==> config.mk <==
export PLATFORM = sky130hd
export DESIGN_NAME = mmio_uart_tx
export DESIGN_NICKNAME = d
export VERILOG_FILES = /design/src/rtl/mmio_uart_tx.sv
export SDC_FILE = /design/constraint.sdc
export NUM_CORES = 1
export LEC_CHECK = 0
export CAP_MARGIN = 25
export CORE_MARGIN = 1
export CORE_UTILIZATION = 61
export DETAILED_ROUTE_END_ITERATION = 6
export DONT_BUFFER_PORTS = 1
export PLACE_DENSITY = 0.79
export SETUP_SLACK_MARGIN = 0.5
export SLEW_MARGIN = 10
export SYNTH_ARGS = -nofsm -noshare
export SYNTH_HDL_FRONTEND = slang
export SYNTH_SLANG_ARGS = --single-unit
export TNS_END_PERCENT = 10
==> constraint.sdc <==
create_clock -name clock -period 2.9 [get_ports clock]
set_input_delay 0.58 -clock clock [delete_from_list [all_inputs] [get_ports clock]]
set_output_delay 0.58 -clock clock [all_outputs]
set_load 0.02 [all_outputs]
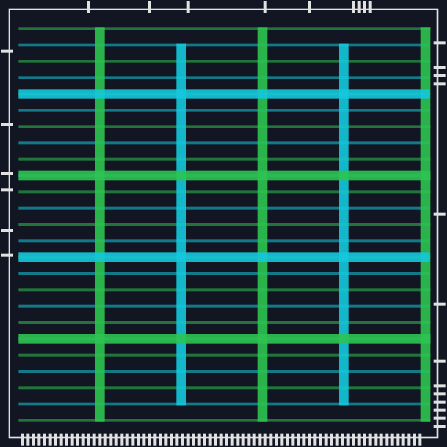
Run 1: floorplan with the power grid
Drawn at 6 px/um. Pins as bars on the die edge.
[green] VSS
[cyan] VDD
met1 rails: 25
met4 straps: 5
met5 straps: 4
signal pins: 101
rows: 24
Vert. Die Dim: 71.12 um
maximum vdd drop: 0.4370 mV
Core ar.: 0.004474 mm^2

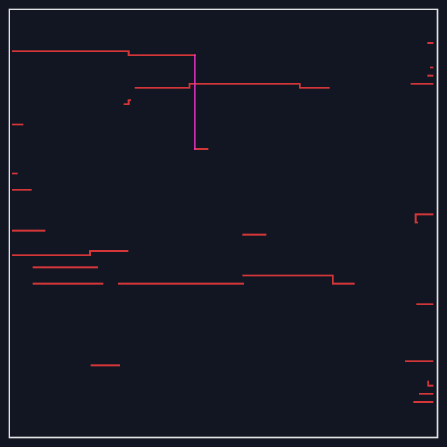
Run 1: routed metal, one color a layer
Drawn at 6 px/um. Two of the layers only.
[magenta] M4 | wire length: 15.6 um
[red] M3 | wire length: 192 um
all-layer global routing usage: 0.1984
final WL: 4.536 mm
DR WL/cell: 15.64 um
via count: 1,602

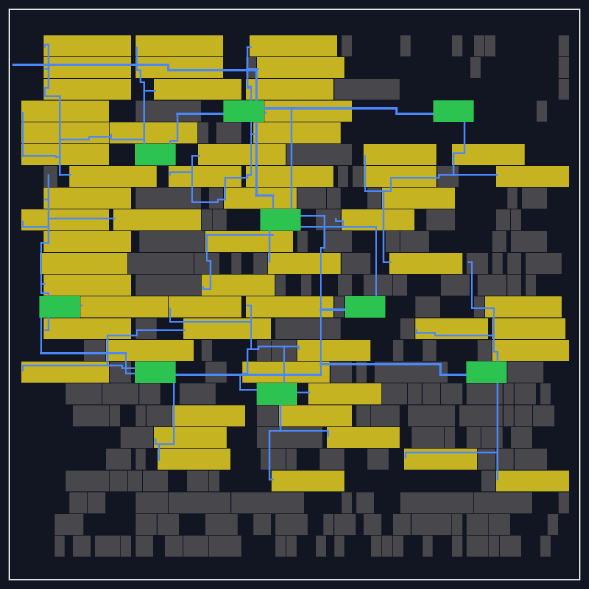
Run 1: clock wires, drivers and flops
Drawn at 8 px/um.
[green] clock-net drivers | count: 9
[yellow] flip-flops | count: 58
[blue] clock wires | length: 597 um
routed clock nets: 10
clock share of power: 0.373
Late-Pin Clk Latency: 0.33 ns
worst clock skew: 0.005271 ns
clk pwr: 0.000617 W

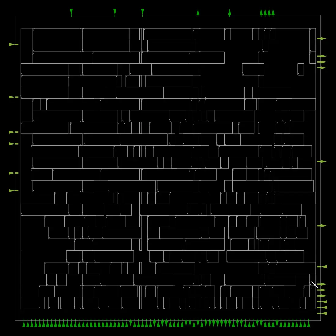
Run 1: placed standard cells
Layout Utilization: 0.7064
Seq cells: 58
row count: 24

==> impl_metrics.ini, run 1 <==
; physical design summary
[setup_path]
worstPathArrival_ns = 1.82
rr_worst_depth = 10
critPathCaptureType = output port
setup.worst_path.start_class = input port
critical_path_class = input port to output port
required_ns = 2.32
r2r_slack_ns = 0.59
cp_max_fo = 7

[synthesis]
synth_area_mm2 = 0.002914
synthArstFlopShare = 0.4483
ys_seq_share = 0.5535
yosysChipArea_mm2 = 0.002914
yosysUniqueCellTypes = 47
ys.flop_type = edfxtp_1
synth-edff-count = 32
postSynthCellCount = 221
yosysWarningCount = 0
ys_cells = 221
ys_seq_elements = 58
syn_area_per_cell_um2 = 13.19

[global_routing]
grt_pass1_vias = 1506
grt_start_max_net_pins = 26
grt_pass1_wl_mm = 7.251
grt_overflow = 0
antenna_found_initial = 0

[layout]
fillers = 308
comb_area_mm2 = 0.001195
area_growth_pct = 8.459
final_cell_mix = 32 x edfxtp_1, 25 x conb_1, 24 x dfrtp_1
n_antenna_cell = 0
post-route-cell-area_mm2 = 0.003161
layout_top_cell = edfxtp_1
nets = 313
largest_reg_flops = 32
layout-drive-gt1-share = 0.2521
seqCellArea_mm2 = 0.001614
layoutNonFillerInstCount = 290

[place]
place_congestion = 0.7852
placed_cell_area_mm2 = 0.002869
dp_hpwl_mm = 3.170
placed_cells = 267
io_buffer_count = 0

[final_timing]
hold_violations = 0
finalCritPeriodShare = 0.8259
slew_headroom = 0.5845
tns_ns = 0
slew_violations = 0
timing.fmax_ghz = 0.4175
rsz0062_at_grt = yes
hold_ws_ns = 0.05739
setup_viol = 0
min_period_ns = 2.395
worst_slew_pin_slew_ns = 0.6185

[power_and_ir_drop]
comb_power_share = 0.058
internal_power_w = 0.001256
switchingPower_w = 0.0003979
power_frac_seq = 0.569
switching_share = 0.2406
p_per_area_mw_per_mm2 = 523.2
power_leakage_nw = 1.302

[clock_tree]
cts.sinks = 58
cts_max_level = 3
cts_buffer_depth = 2
clkTransAtPathRegs_ns = 0.07
cts_tree = yes
cts_made_buffers = 9
cts_root_buffer = clkbuf_8

[detailed_routing]
drt-pass1-iter-count = 7
viasPerCell = 5.524
ant_nets = 0
drc = 2
drt_iter0_markers = 63

[floorplan]
die_w_um = 71.12
pin_count = 101
die-area_mm2 = 0.005057
fp_util = 0.6513

[status]
status = complete, but fails checks
violations = design-rule violations

[hold_path]
hold_class = input port to asynchronous set/reset pin

[job]
max-cap-violations = 0
warning_count = 61
## run 1: power by group through the flow
stage	clock network, W	registers (W)	logic, W
floorplan	0	0.000949	0.000102
global placement	0	0.000955	0.0000808
detailed placement	0	0.000957	0.0000852
CTS	0.000631	0.000941	0.0000957
global route	0.000668	0.000946	0.000110
finish	0.000617	0.000941	0.0000958
## run 1: through the flow
stage / worst slack [ns] / power [W]
2_1_floorplan: 0.3531 / 0.001051
3_3_place_gp: 0.3487 / 0.001036
3_5_place_dp: 0.3410 / 0.001042
4_1_cts: 0.4878 / 0.001668
5_1_grt: 0.4204 / 0.001724
6_report: 0.5049 / 0.001653
## run 1: layer usage
metal	share of wire	wire, um	track usage	up-vias
li1	-	-	-	770
met1	0.45	2020	0.2596	795
met2	0.51	2308	0.3002	35
met3	0.042	192	0.08974	2
met4	0.0033	15	0.06222	0
met5	0	0	0	-
## run 1: worst max-delay path, cell delays in order
cell	delay, ns
or3_4	0.37
nor4_4	0.29
and4_4	0.31
and3_2	0.25
## run 1: area by class of cell
| class | count | share of cell area |
|---|---|---|
| flip-flops and latches | 58 | 0.5107 |
| multi-input cells | 146 | 0.3781 |
| clock buffers | 9 | 0.03919 |
| repair buffers | 10 | 0.02771 |
| well taps | 52 | 0.02059 |
| clock inverters | 7 | 0.01425 |
| inverters | 8 | 0.009501 |
## run 1: synth_stat cells, types with 2 or more instances
cell type / number / area share
buf_4: 25 / 0.064
nand4_1: 2 / 0.0043
nor2_1: 7 / 0.0090
mux4_2: 8 / 0.062
nand2_1: 14 / 0.018
xnor2_1: 5 / 0.015
edfxtp_1: 32 / 0.33
nand4b_1: 3 / 0.0090
ha_1: 12 / 0.052
dfrtp_1: 25 / 0.21
nor3_1: 4 / 0.0069
buf_2: 6 / 0.010
nor2b_1: 2 / 0.0043
inv_1: 8 / 0.010
o21ai_0: 9 / 0.015
mux2i_1: 8 / 0.027
mux2_2: 2 / 0.0077
and2_1: 6 / 0.013
a21oi_1: 4 / 0.0069
xor2_1: 3 / 0.0090
and2_2: 4 / 0.010
and3_1: 4 / 0.0086
nand3_1: 4 / 0.0069
## run 1: logic make-up (layout without fill, tap and decap cells)
family / Yosys count / after routing / share of synthesized area
other cells: 1 / 25 / 0.001287
buf+inv: 41 / 34 / 0.09017
mux: 19 / 19 / 0.1022
compound gates: 21 / 21 / 0.04595
xor+xnor: 8 / 8 / 0.02405
simple gates: 60 / 60 / 0.1245
flops: 58 / 58 / 0.5535
fa+ha+maj: 13 / 13 / 0.05839
## run 1: timing repair
action | CTS | global route
endpoints found under the hold margin | 25 | 0
hold buffers | 1 | 0
gates resized | 7 | 8
pin swaps | 1 | 4
endpoints found under the setup margin | 9 | 9
setup buffers | 2 | 4
## Run 2: what changed since run 1
- CORE_UTILIZATION: 61 -> 57
- PLACE_DENSITY: 0.79 -> 0.77
- clock period: 2.9 -> 2.1 ns (I/O delays scaled with it)
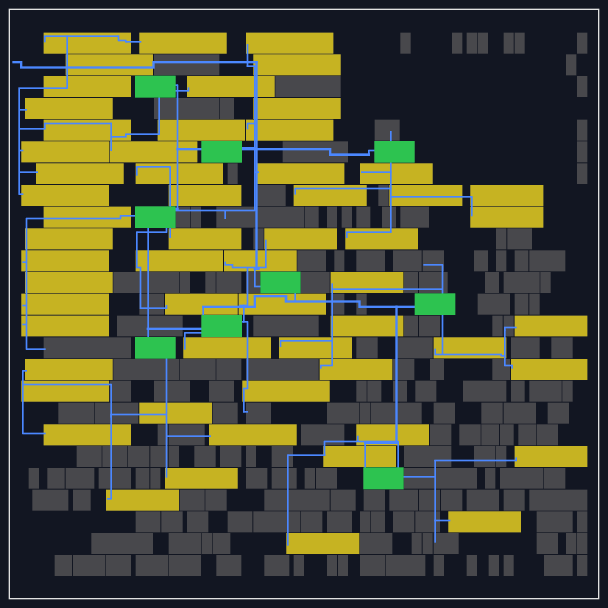
Run 2: clock wires, drivers and flops
Drawn at 8 px/um.
[blue] clock wires | length: 663 um
[green] clock-net drivers | count: 9
[yellow] flip-flops | count: 58
flops lie: all over the die
routed clock nets: 10
clock share of power: 0.442
clk pwr: 0.00114 W
worst clock skew: 0.004788 ns

==> run 2 against run 1 <==
The flow finishes with violations (negative setup slack). Sequential share of layout area down 4.0 points. Count of clock-buffer cells in the layout stayed put. Worst hold slack better by 0.12 ns. Total power rose by 56%. Final cell count grew 12%. Critical path depth up 6. Global-route usage rose by 0.40 points. Design area up 8.3%. Critical path type is now register to register. Critical endpoint is now cnt[2]$_DFFE_PN0P_. Largest cell class unchanged.
==> impl_metrics.ini, run 2 <==
; physical design summary
[detailed_routing]
vias = 1689
ant_nets = 0
viasPerCell = 5.213
routed_wl_mm = 4.784
drc = 0
drt-pass1-iter-count = 4
drt_iter0_markers = 77
wl_per_cell_um = 14.77

[floorplan]
fp_util = 0.6049
pin_count = 101
core.rowCount = 25
die-area_mm2 = 0.005402

[layout]
largest_reg_flops = 32
layout_top_cell = edfxtp_1
final_util = 0.7106
final_cell_mix = 32 x edfxtp_1, 25 x conb_1, 25 x dfrtp_1, 25 x buf_4, 14 x nand2_1
area_growth_pct = 17.48
layout-drive-gt1-share = 0.3346
layoutNonFillerInstCount = 324
n_antenna_cell = 0
seqCellArea_mm2 = 0.001613
post-route-cell-area_mm2 = 0.003423
fillers = 337
comb_area_mm2 = 0.001231
nets = 332

[final_timing]
worst_slew_pin_slew_ns = 0.5499
finalCritPeriodShare = 1.093
hold_ws_ns = 0.1803
setup_viol = 2
timing.fmax_ghz = 0.4357
rsz0062_at_grt = yes
slew_violations = 0
min_period_ns = 2.295
slew_headroom = 0.6334
hold_violations = 0
layout_setup_ws_ns = -0.1951

[synthesis]
yosysWarningCount = 0
synth_area_mm2 = 0.002914
top_cells_by_area = edfxtp_1 33%, dfrtp_1 21%, buf_4 6.4%, mux4_2 6.2%, ha_1 5.2%
yosysTopAreaCell = edfxtp_1
synth_dominant_cell_count = edfxtp_1
ys_seq_elements = 58
synthArstFlopShare = 0.4483
syn_area_per_cell_um2 = 13.19
yosys.area.top_type_share = 0.3298
yosys-top-cells-count = 32 x edfxtp_1, 25 x buf_4, 25 x dfrtp_1, 14 x nand2_1, 12 x ha_1
postSynthCellCount = 221
yosysUniqueCellTypes = 47
ys.flop_type = edfxtp_1
ys_cells = 221
synth-edff-count = 32
yosysChipArea_mm2 = 0.002914
ys_seq_share = 0.5535

[setup_path]
r2r_slack_ns = -0.20
setup.worst_path.start_class = register
cpPeakStageDelay_ns = 0.40
cp_slowest_cell = dfrtp_1
required_ns = 2.35
cp_top_family = adder cells
crit_cells = 10
path_buffers = 1
critPathCaptureType = register
rr_worst_depth = 10
worstPathArrival_ns = 2.55
crit_chain = ha_2 > a41oi_2 > o211ai_1 > and4_1 > inv_2 > ha_4 > fa_2 > xnor2_1 > nor2_1 > xor2_1
cp_max_fo = 3
critical_path_class = register to register

[clock_tree]
cts_buffer_depth = 2
clkTransAtPathRegs_ns = 0.07
cts_tree = yes
clock_latency_ns = 0.33
cts_max_level = 3
cts_made_buffers = 9
cts_root_buffer = clkbuf_8
cts.sinks = 58

[job]
warning_count = 61
max-cap-violations = 0

[global_routing]
antenna_found_initial = 0
grt_start_max_net_pins = 27
grt_usage = 0.2024
grt_pass1_wl_mm = 7.817
grt_pass1_vias = 1696
grt_overflow = 0

[hold_path]
min_path_cells = 0
hold_class = input port to register

[status]
violations = negative setup slack
status = complete, but fails checks

[place]
dp_hpwl_mm = 3.252
placed_cell_area_mm2 = 0.003043
placed_cells = 297
io_buffer_count = 0
dp_worst_setup_slack_ns = -0.3377
place_congestion = 0.7842

[power_and_ir_drop]
power_leakage_nw = 1.458
p_per_area_mw_per_mm2 = 754.2
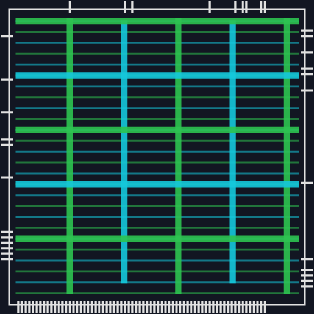
Run 2: floorplan with the power grid
Drawn at 4 px/um. Pins as bars on the die edge.
[green] VSS
[cyan] VDD
met5 straps: 5
rows: 25
met1 rails: 26
met4 straps: 5
signal pins: 101
maximum vdd drop: 0.9579 mV
Vert. Die Dim: 73.50 um
chip width: 73.50 um
Core ar.: 0.004817 mm^2

[run 2: cell counts after synthesis]
No cell type changed its count.
[run 2: where the power goes]
group | switching, W | internal, W | total, W
clock network | 0.000465 | 0.000677 | 0.00114
logic | 0.0000902 | 0.0000501 | 0.000140
registers | 0.0000345 | 0.00126 | 0.00130
total | 0.000590 | 0.00199 | 0.00258
[run 2: layer usage]
metal / track usage / share of wire
met1: 0.2547 / 0.43
met2: 0.3282 / 0.50
met3: 0.06447 / 0.056
met5: 0 / 0
met4: 0.07692 / 0.0088
[run 2: cell families (layout without fill, tap and decap cells)]
family                     count (synthesis)  count (layout)  share of synthesized area
buffers and inverters                     41              53                    0.09017
and+or+nand+nor                           60              60                     0.1245
AOI/OAI and AO/OA                         21              21                    0.04595
DFF                                       58              58                     0.5535
muxes                                     19              19                     0.1022
adders and majority gates                 13              13                    0.05839
other                                      1              25                   0.001287
xor gates and xnor gates                   8               8                    0.02405
[run 2: metrics by stage]
stage / TNS (ns) / total power, W
detailed placement: -2.576 / 0.001443
floorplan: -0.5397 / 0.001453
global route: -0.6442 / 0.002675
CTS: -0.3604 / 0.002601
finish: -0.3566 / 0.002582
global placement: -1.224 / 0.001432
[run 2: area by class of cell]
cell class,count,share of cell area
Sequential cell,58,0.4711
Timing Repair Buffer,29,0.07018
Clock inverter,7,0.02961
Tap cell,67,0.02449
Clock buffer,9,0.03618
Multi-Input combinational cell,146,0.3596
Inverter,8,0.008772
[run 2: worst register-to-register path, stage by stage (launching register included)]
cell and delay [ns]:
dfrtp_1 0.40, ha_2 0.22, a41oi_2 0.11, o211ai_1 0.27
and4_1 0.27, inv_2 0.06, ha_4 0.16, fa_2 0.33
xnor2_1 0.12, nor2_1 0.12, xor2_1 0.17
[run 2: what timing repair did]
item | 4_1_cts | 5_1_grt
pin swaps | 16 | 9
resized | 23 | 3
hold endpoints to repair | 26 | 0
buffers inserted | 4 | 5
hold buffers | 2 | 0
endpoints found under the setup margin | 61 | 62
cloned | 0 | 0
Power and IR drop assume default switching activity.
